==> src/rtl/uart_tx_arbiter.sv <==
// Round-robin sharing of one UART transmitter among NUM_REQ byte producers.
// Launches one frame at a time, waits for done (with watchdog), then guard gap.
module uart_tx_arbiter #(
  parameter int NUM_REQ        = 4,
  parameter int GAP_CYCLES     = 0,
  parameter int TIMEOUT_CYCLES = 1024
) (
  input  logic                 i_clk,
  input  logic                 i_rst_n,
  input  logic [NUM_REQ-1:0]   i_Req,
  input  logic [8*NUM_REQ-1:0] i_Req_Byte,
  output logic [NUM_REQ-1:0]   o_Gnt,
  output logic [2:0]           o_Gnt_Id,
  output logic                 o_Tx_Dv,
  output logic [7:0]           o_Tx_Byte,
  input  logic                 i_Tx_Done,
  output logic                 o_Busy,
  output logic                 o_Timeout
);

  localparam int IDW = $clog2(NUM_REQ);
  localparam int TW  = $clog2(TIMEOUT_CYCLES);

  localparam logic [TW-1:0]  WD_LAST  = TW'(TIMEOUT_CYCLES - 1);
  localparam logic [7:0]     GAP_LAST = (GAP_CYCLES > 0) ? 8'(GAP_CYCLES - 1) : 8'd0;
  localparam logic [IDW-1:0] RR_RESET = IDW'(NUM_REQ - 1);

  typedef enum logic [1:0] {
    S_IDLE      = 2'd0,
    S_WAIT_DONE = 2'd1,
    S_GAP       = 2'd2
  } state_t;

  // With no guard gap a finished frame goes straight back to arbitration.
  localparam state_t S_AFTER = (GAP_CYCLES == 0) ? S_IDLE : S_GAP;

  state_t               r_state;
  state_t               w_state_next;
  logic [IDW-1:0]       r_rr;
  logic [IDW-1:0]       w_rr_next;
  logic [TW-1:0]        r_wd_cnt;
  logic [TW-1:0]        w_wd_next;
  logic [7:0]           r_gap_cnt;
  logic [7:0]           w_gap_next;
  logic [NUM_REQ-1:0]   r_gnt;
  logic [NUM_REQ-1:0]   w_gnt_next;
  logic [2:0]           r_gnt_id;
  logic [2:0]           w_gnt_id_next;
  logic                 r_tx_dv;
  logic                 w_tx_dv_next;
  logic [7:0]           r_tx_byte;
  logic [7:0]           w_tx_byte_next;
  logic                 r_busy;
  logic                 r_timeout;
  logic                 w_timeout_next;

  logic                 w_any;
  logic [IDW-1:0]       w_pick;
  logic [IDW-1:0]       w_idx;
  logic [7:0]           w_req_byte [NUM_REQ];
  logic [NUM_REQ-1:0]   w_pick_onehot;

  genvar gi;
  generate
    for (gi = 0; gi < NUM_REQ; gi++) begin : g_req
      assign w_req_byte[gi]    = i_Req_Byte[8*gi +: 8];
      assign w_pick_onehot[gi] = (w_pick == IDW'(gi));
    end
  endgenerate

  // Search upward from rr+1 with wrap; the last granted requester goes last.
  always_comb begin
    w_any  = 1'b0;
    w_pick = '0;
    w_idx  = '0;
    for (int off = 1; off <= NUM_REQ; off++) begin
      w_idx = IDW'((int'(r_rr) + off) % NUM_REQ);
      if (!w_any && i_Req[w_idx]) begin
        w_any  = 1'b1;
        w_pick = w_idx;
      end
    end
  end

  always_comb begin
    w_state_next   = r_state;
    w_rr_next      = r_rr;
    w_wd_next      = r_wd_cnt;
    w_gap_next     = r_gap_cnt;
    w_gnt_next     = '0;
    w_gnt_id_next  = r_gnt_id;
    w_tx_dv_next   = 1'b0;
    w_tx_byte_next = r_tx_byte;
    w_timeout_next = 1'b0;
    case (r_state)
      S_IDLE: begin
        if (w_any) begin
          w_gnt_next     = w_pick_onehot;
          w_gnt_id_next  = 3'(w_pick);
          w_tx_dv_next   = 1'b1;
          w_tx_byte_next = w_req_byte[w_pick];
          w_rr_next      = w_pick;
          w_wd_next      = '0;
          w_state_next   = S_WAIT_DONE;
        end
      end
      S_WAIT_DONE: begin
        // Done is checked first so it wins over the terminal count.
        if (i_Tx_Done) begin
          w_wd_next    = '0;
          w_gap_next   = '0;
          w_state_next = S_AFTER;
        end else if (r_wd_cnt == WD_LAST) begin
          w_timeout_next = 1'b1;
          w_wd_next      = '0;
          w_gap_next     = '0;
          w_state_next   = S_AFTER;
        end else begin
          w_wd_next = r_wd_cnt + 1'b1;
        end
      end
      S_GAP: begin
        if (r_gap_cnt == GAP_LAST) begin
          w_gap_next   = '0;
          w_state_next = S_IDLE;
        end else begin
          w_gap_next = r_gap_cnt + 8'd1;
        end
      end
      default: begin
        w_state_next = S_IDLE;
      end
    endcase
  end

  always_ff @(posedge i_clk or negedge i_rst_n) begin
    if (!i_rst_n) begin
      r_state <= S_IDLE;
    end else begin
      r_state <= w_state_next;
    end
  end

  always_ff @(posedge i_clk or negedge i_rst_n) begin
    if (!i_rst_n) begin
      r_rr      <= RR_RESET;
      r_wd_cnt  <= '0;
      r_gap_cnt <= '0;
      r_gnt     <= '0;
      r_gnt_id  <= '0;
      r_tx_dv   <= 1'b0;
      r_tx_byte <= 8'h00;
      r_busy    <= 1'b0;
      r_timeout <= 1'b0;
    end else begin
      r_rr      <= w_rr_next;
      r_wd_cnt  <= w_wd_next;
      r_gap_cnt <= w_gap_next;
      r_gnt     <= w_gnt_next;
      r_gnt_id  <= w_gnt_id_next;
      r_tx_dv   <= w_tx_dv_next;
      r_tx_byte <= w_tx_byte_next;
      r_busy    <= (w_state_next != S_IDLE);
      r_timeout <= w_timeout_next;
    end
  end

  assign o_Gnt     = r_gnt;
  assign o_Gnt_Id  = r_gnt_id;
  assign o_Tx_Dv   = r_tx_dv;
  assign o_Tx_Byte = r_tx_byte;
  assign o_Busy    = r_busy;
  assign o_Timeout = r_timeout;

endmodule

==> config.mk <==
export PLATFORM = sky130hd
export DESIGN_NAME = uart_tx_arbiter
export DESIGN_NICKNAME = d
export VERILOG_FILES = /design/src/rtl/uart_tx_arbiter.sv
export SDC_FILE = /design/constraint.sdc
export NUM_CORES = 1
export LEC_CHECK = 0
export CAP_MARGIN = 40
export CELL_PAD_IN_SITES_DETAIL_PLACEMENT = 0
export CELL_PAD_IN_SITES_GLOBAL_PLACEMENT = 2
export CORE_MARGIN = 4
export CORE_UTILIZATION = 25
export CTS_CLUSTER_SIZE = 10
export DETAILED_ROUTE_END_ITERATION = 8
export DONT_BUFFER_PORTS = 1
export MAX_ROUTING_LAYER = met4
export PLACE_DENSITY = 0.53
export SYNTH_ARGS = -nofsm -noshare
export SYNTH_HDL_FRONTEND = slang
export SYNTH_SLANG_ARGS = --single-unit
==> constraint.sdc <==
create_clock -name i_clk -period 4.54 [get_ports i_clk]
set_input_delay 0.908 -clock i_clk [delete_from_list [all_inputs] [get_ports i_clk]]
set_output_delay 0.908 -clock i_clk [all_outputs]
set_load 0.02 [all_outputs]
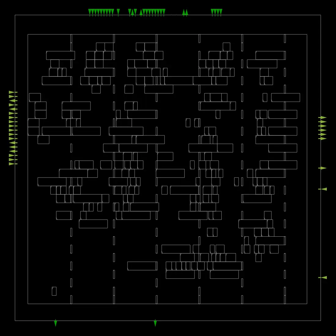
*Placement view, run 1*
fillers: 854
Final Core Density: 0.2879
sequential cell area share: 0.4330
Post-Layout Cell Count: 323
FF+latch count: 39

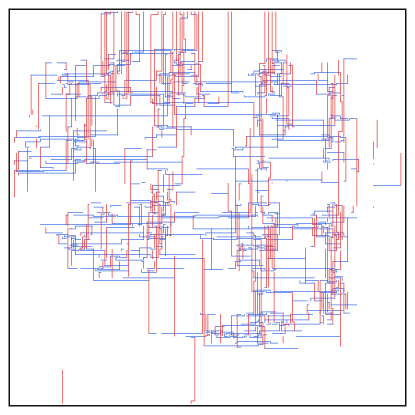
*Routed metal, one color a layer, run 1*
Scale: 4 px per um. Two of the layers only.
- M1: blue (wire length 2260 um)
- M2: red (wire length 2510 um)

==> flow_summary.yaml, run 1 <==
# synthesis and place-and-route metrics
critical_path:
  cpPeakStageDelay_ns: 0.72
  worstSetupPathType: "primary input to flip-flop"
  startpoint: "i_Req[0]"
  reg2reg_setup_slack_ns: 2.37
logic_synthesis:
  async_reset_ff_frac: 1.000
  ys_area_sq_mm: 0.002058
  synth_stat.cells: 218
  postSynthAreaPerCell_sq_um: 9.441
  synthCells: 218
job:
  warnings: 27
sta:
  timing.fmax_ghz: 0.4425
  finalCriticalPeriod_ns: 2.260
  slew_headroom: 0.3971
  period_used_share: 0.4977
  skew_ns: 0.01212
detailed_routing:
  firstDrtPassIters: 4
  drt_iter0_drc: 61
  antenna_left: 0
  routed_wl_mm: 5.099
global_routing:
  antenna_found_initial: 0
layout:
  area_growth_pct: 9.787
  final_cell_mix: "dfrtp_1, nor2_1, o21ai_0, nand2_1, a211oi_1"
power:
  p_leak_nw: 0.9624
run_status:
  status: "finished, final reports clean"
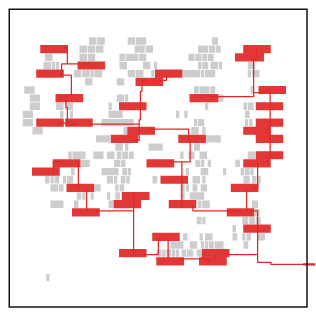
*Wires at chosen ports, followed through buffers, run 1*
Scale: 3 px per um.
- `i_rst_n`: red (bits 1; direction input; edge east; end cells 39; buffers 0; wire 375 um)

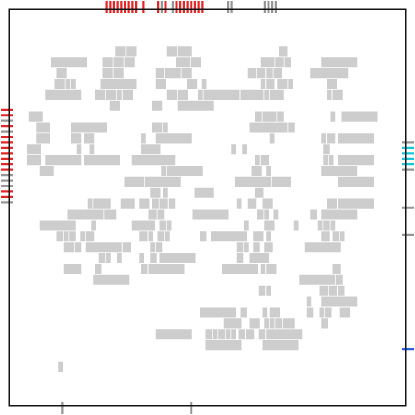
*Pin map, run 1*
Scale: 4 px per um. Pins as bars across the die edge, other pins in gray.
- `i_Req_Byte`: red (pins 32; direction input; edge 20 north, 12 west)
- `i_rst_n`: blue (pins 1; direction input; edge east)
- `o_Gnt`: cyan (pins 4; direction output; edge east)
- all pins by edge: 28 north, 18 west, 9 east, 2 south
die width: 98.74 um
Die Span Y: 98.74 um
# port buffers: 0

## run 1: cell type report
type	instances	area, sq um
Fill cell	854	5588
Timing Repair Buffer	2	15.01
Multi-Input combinational cell	163	998.5
Tap cell	102	127.6
Sequential cell	39	978.4
Inverter	9	33.78
Clock buffer	7	76.32
Clock inverter	1	30.03
## run 1: kinds of logic after synthesis
kind of cell / count (synthesis) / synth area share
other: 1 / 0.001822
and+or+nand+nor: 85 / 0.2091
adders and majority gates: 3 / 0.01824
AOI/OAI and AO/OA: 65 / 0.2122
DFF: 39 / 0.4754
muxes: 9 / 0.04377
buffers and inverters: 16 / 0.03951
## run 1: per-layer routing
metal | part of all wire | track usage | up-vias
li1 | - | - | 797
met4 | 0 | 0.01261 | 0
met3 | 0.066 | 0.03468 | 0
met1 | 0.44 | 0.1334 | 821
met2 | 0.49 | 0.1841 | 48
met5 | 0 | - | -
## run 1: through the flow
step / hold WS [ns] / cell area, sq um / instances / setup slack (ns)
detailed placement: 0.4734 / 2153 / 315 / 1.945
floorplan: 0.4405 / 2058 / 218 / 2.338
global route: 0.2755 / 2260 / 323 / 2.073
global placement: 0.4696 / 2146 / 314 / 2.040
finish: 0.3017 / 2260 / 323 / 2.280
CTS: 0.2878 / 2260 / 323 / 2.277
## run 1: where the power goes
part	switching, mW	total, mW	internal [mW]
combinational	0.201	0.325	0.124
clock	0.120	0.284	0.165
sequential	0.147	0.586	0.438
## run 1: flip-flops by register name, summed over array words and instances, names as in the netlist, 2 cells and up
name	count
o_Gnt	4
o_Gnt_Id	2
r_wd_cnt	10
r_gap_cnt	8
r_state	2
r_rr	2
o_Tx_Byte	8
## run 1: worst max-delay path, delay by kind of cell
family	cells	cell delay, ns
compound gates	3	1.05
simple gates	2	0.50
### Cells by drive strength, run 1

Scale: 4 px per um.
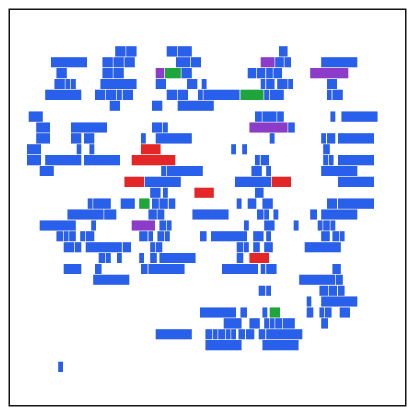

## Run 2: what changed since run 1
Settings changed: PLACE_DENSITY 0.53 to 0.55.
Clock period 4.54 ns to 2.04 ns, I/O delays scaled along.
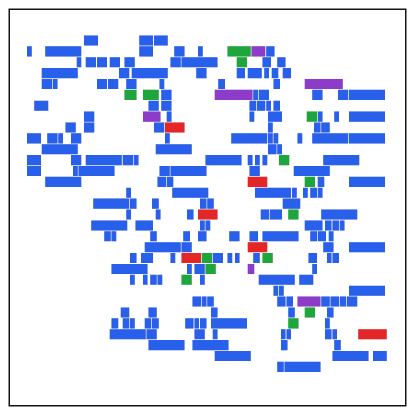
*Cells by drive strength, run 2*
Scale: 4 px per um.
- x6 and larger: red (cells 6)
- x3 and x4: green (cells 14)
- x1 and smaller: blue (cells 205)
- x2: purple (cells 6)
Non-clock buffers: 12
cell area after layout: 0.002336 sq mm
PnR worst setup slack: 0.1751 ns
Area growth syn-to-layout: 13.50%

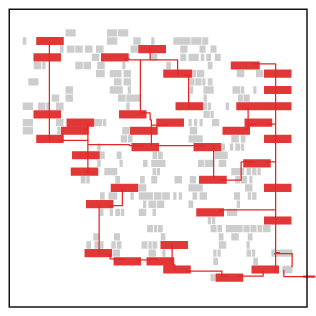
*Wires at chosen ports, followed through buffers, run 2*
Scale: 3 px per um.
- `i_rst_n`: red (bits 1; direction input; edge east; end cells 39; buffers 2; wire 416 um)

==> flow_summary.yaml, run 2 <==
# synthesis and place-and-route metrics
sta:
  whs_ns: 0.3414
  slew_headroom: 0.5231
  timing.fmax_ghz: 0.5362
  skew_ns: 0.008169
  finalCriticalPeriod_ns: 1.865
run_status:
  status: "finished, final reports clean"
layout:
  final_cells: 333
  final_cell_mix: "dfrtp_1, nor2_1, o21ai_0, nand2_1, a211oi_1"
  postLayoutCoreUtil: 0.2977
  regMostFlops: "r_wd_cnt"
  largest_register_ff_count: 10
logic_synthesis:
  compound_area_frac: 0.2122
  synthCells: 218
  async_reset_ff_frac: 1.000
  ys_sh_adder: 0.01824
  ys_sh_xor: 0
  ys_sh_simple: 0.2091
  postSynthAreaPerCell_sq_um: 9.441
  synth_stat.cells: 218
power:
  clock_power_share: 0.200
  p_comb_frac: 0.308
  power.switching_mw: 1.096
  switching_share: 0.4146
  p_seq_frac: 0.492
  p_int_mw: 1.548
  p_leak_nw: 1.005
floorplan:
  die_x_um: 98.74
  die_y_um: 98.74
critical_path:
  reg2reg_setup_slack_ns: 0.18
  crit_buf_inv: 0
  slowest_stage: "or4b_1"
  cpPeakStageDelay_ns: 0.69
  worstSetupPathType: "flip-flop to flip-flop"
  crit_family: "simple AND/OR/NAND/NOR gates"
detailed_routing:
  routed_wl_mm: 5.256
  antenna_left: 0
  firstDrtPassIters: 4
job:
  warnings: 27
placement:
  dp_cells: 323
  portBuffers: 0
  placed_cell_area_sq_mm: 0.002213
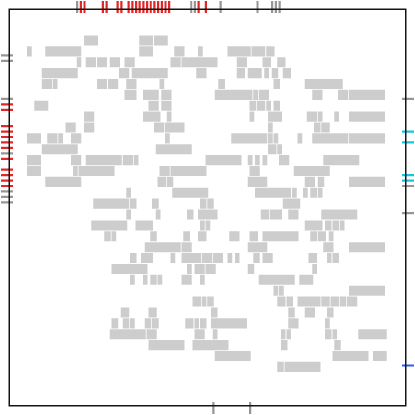
*Pin map, run 2*
Scale: 4 px per um. Pins as bars across the die edge, other pins in gray.
- `i_Req_Byte`: red (pins 32; direction input; edge 20 north, 12 west)
- `o_Gnt`: cyan (pins 4; direction output; edge east)
- `i_rst_n`: blue (pins 1; direction input; edge east)
- all pins by edge: 28 north, 19 west, 8 east, 2 south

[run 2: cell counts after synthesis]
Identical to the previous run, type by type.
[run 2: kinds of logic (layout without fill, tap and decap cells)]
group | after synthesis | count (layout)
other cells | 1 | 1
flops | 39 | 39
buf+inv | 16 | 29
fa+ha+maj | 3 | 3
compound gates | 65 | 65
mux | 9 | 9
simple gates | 85 | 85
[run 2: worst max path at each step]
stage	start	to	slack [ns]	cells past startpoint
4_1_cts	r_rr[1]	o_Tx_Byte[2]	0.08	6
3_3_place_gp	i_Req[0]	o_Tx_Byte[0]	0.11	5
3_5_place_dp	i_Req[0]	o_Tx_Byte[7]	0.09	5
5_1_grt	r_rr[1]	o_Tx_Byte[2]	0.02	6
2_1_floorplan	r_gap_cnt[0]	r_gap_cnt[6]	0.23	8
6_report	r_rr[1]	o_Tx_Byte[7]	0.18	4
[run 2: area by class of cell]
type                       instances  area, sq um
multi-input combinational        163         1006
clock buffer                       6        72.57
clock inverter                     2        12.51
fill                             865         5512
inverter                           9        33.78
sequential                        39        978.4
timing repair buffer              12        105.1
tap                              102        127.6
[run 2: timing repair]
item,in CTS,in global routing
hold buffers,2,0
resized,0,2
endpoints found under the hold margin,39,0
setup endpoints to repair,0,4
[run 2: power groups by stage]
stage	Sequential [mW]	Combinational, mW	Clock, mW
2_1_floorplan	1.27	0.617	0
3_3_place_gp	1.33	0.799	0
3_5_place_dp	1.32	0.800	0
4_1_cts	1.31	0.825	0.565
5_1_grt	1.33	0.922	0.593
6_report	1.30	0.814	0.530
[run 2: per-layer routing]
layer  vias to the layer above  GRT usage  wire, um
met4                         0    0.03466        63
met2                        35     0.1685      2504
met1                       800     0.1559      2427
met5                         -          -         0
met3                         5    0.03326       260
li1                        810          -         -
No activity file was given, so power comes from the tool's default toggle rates.
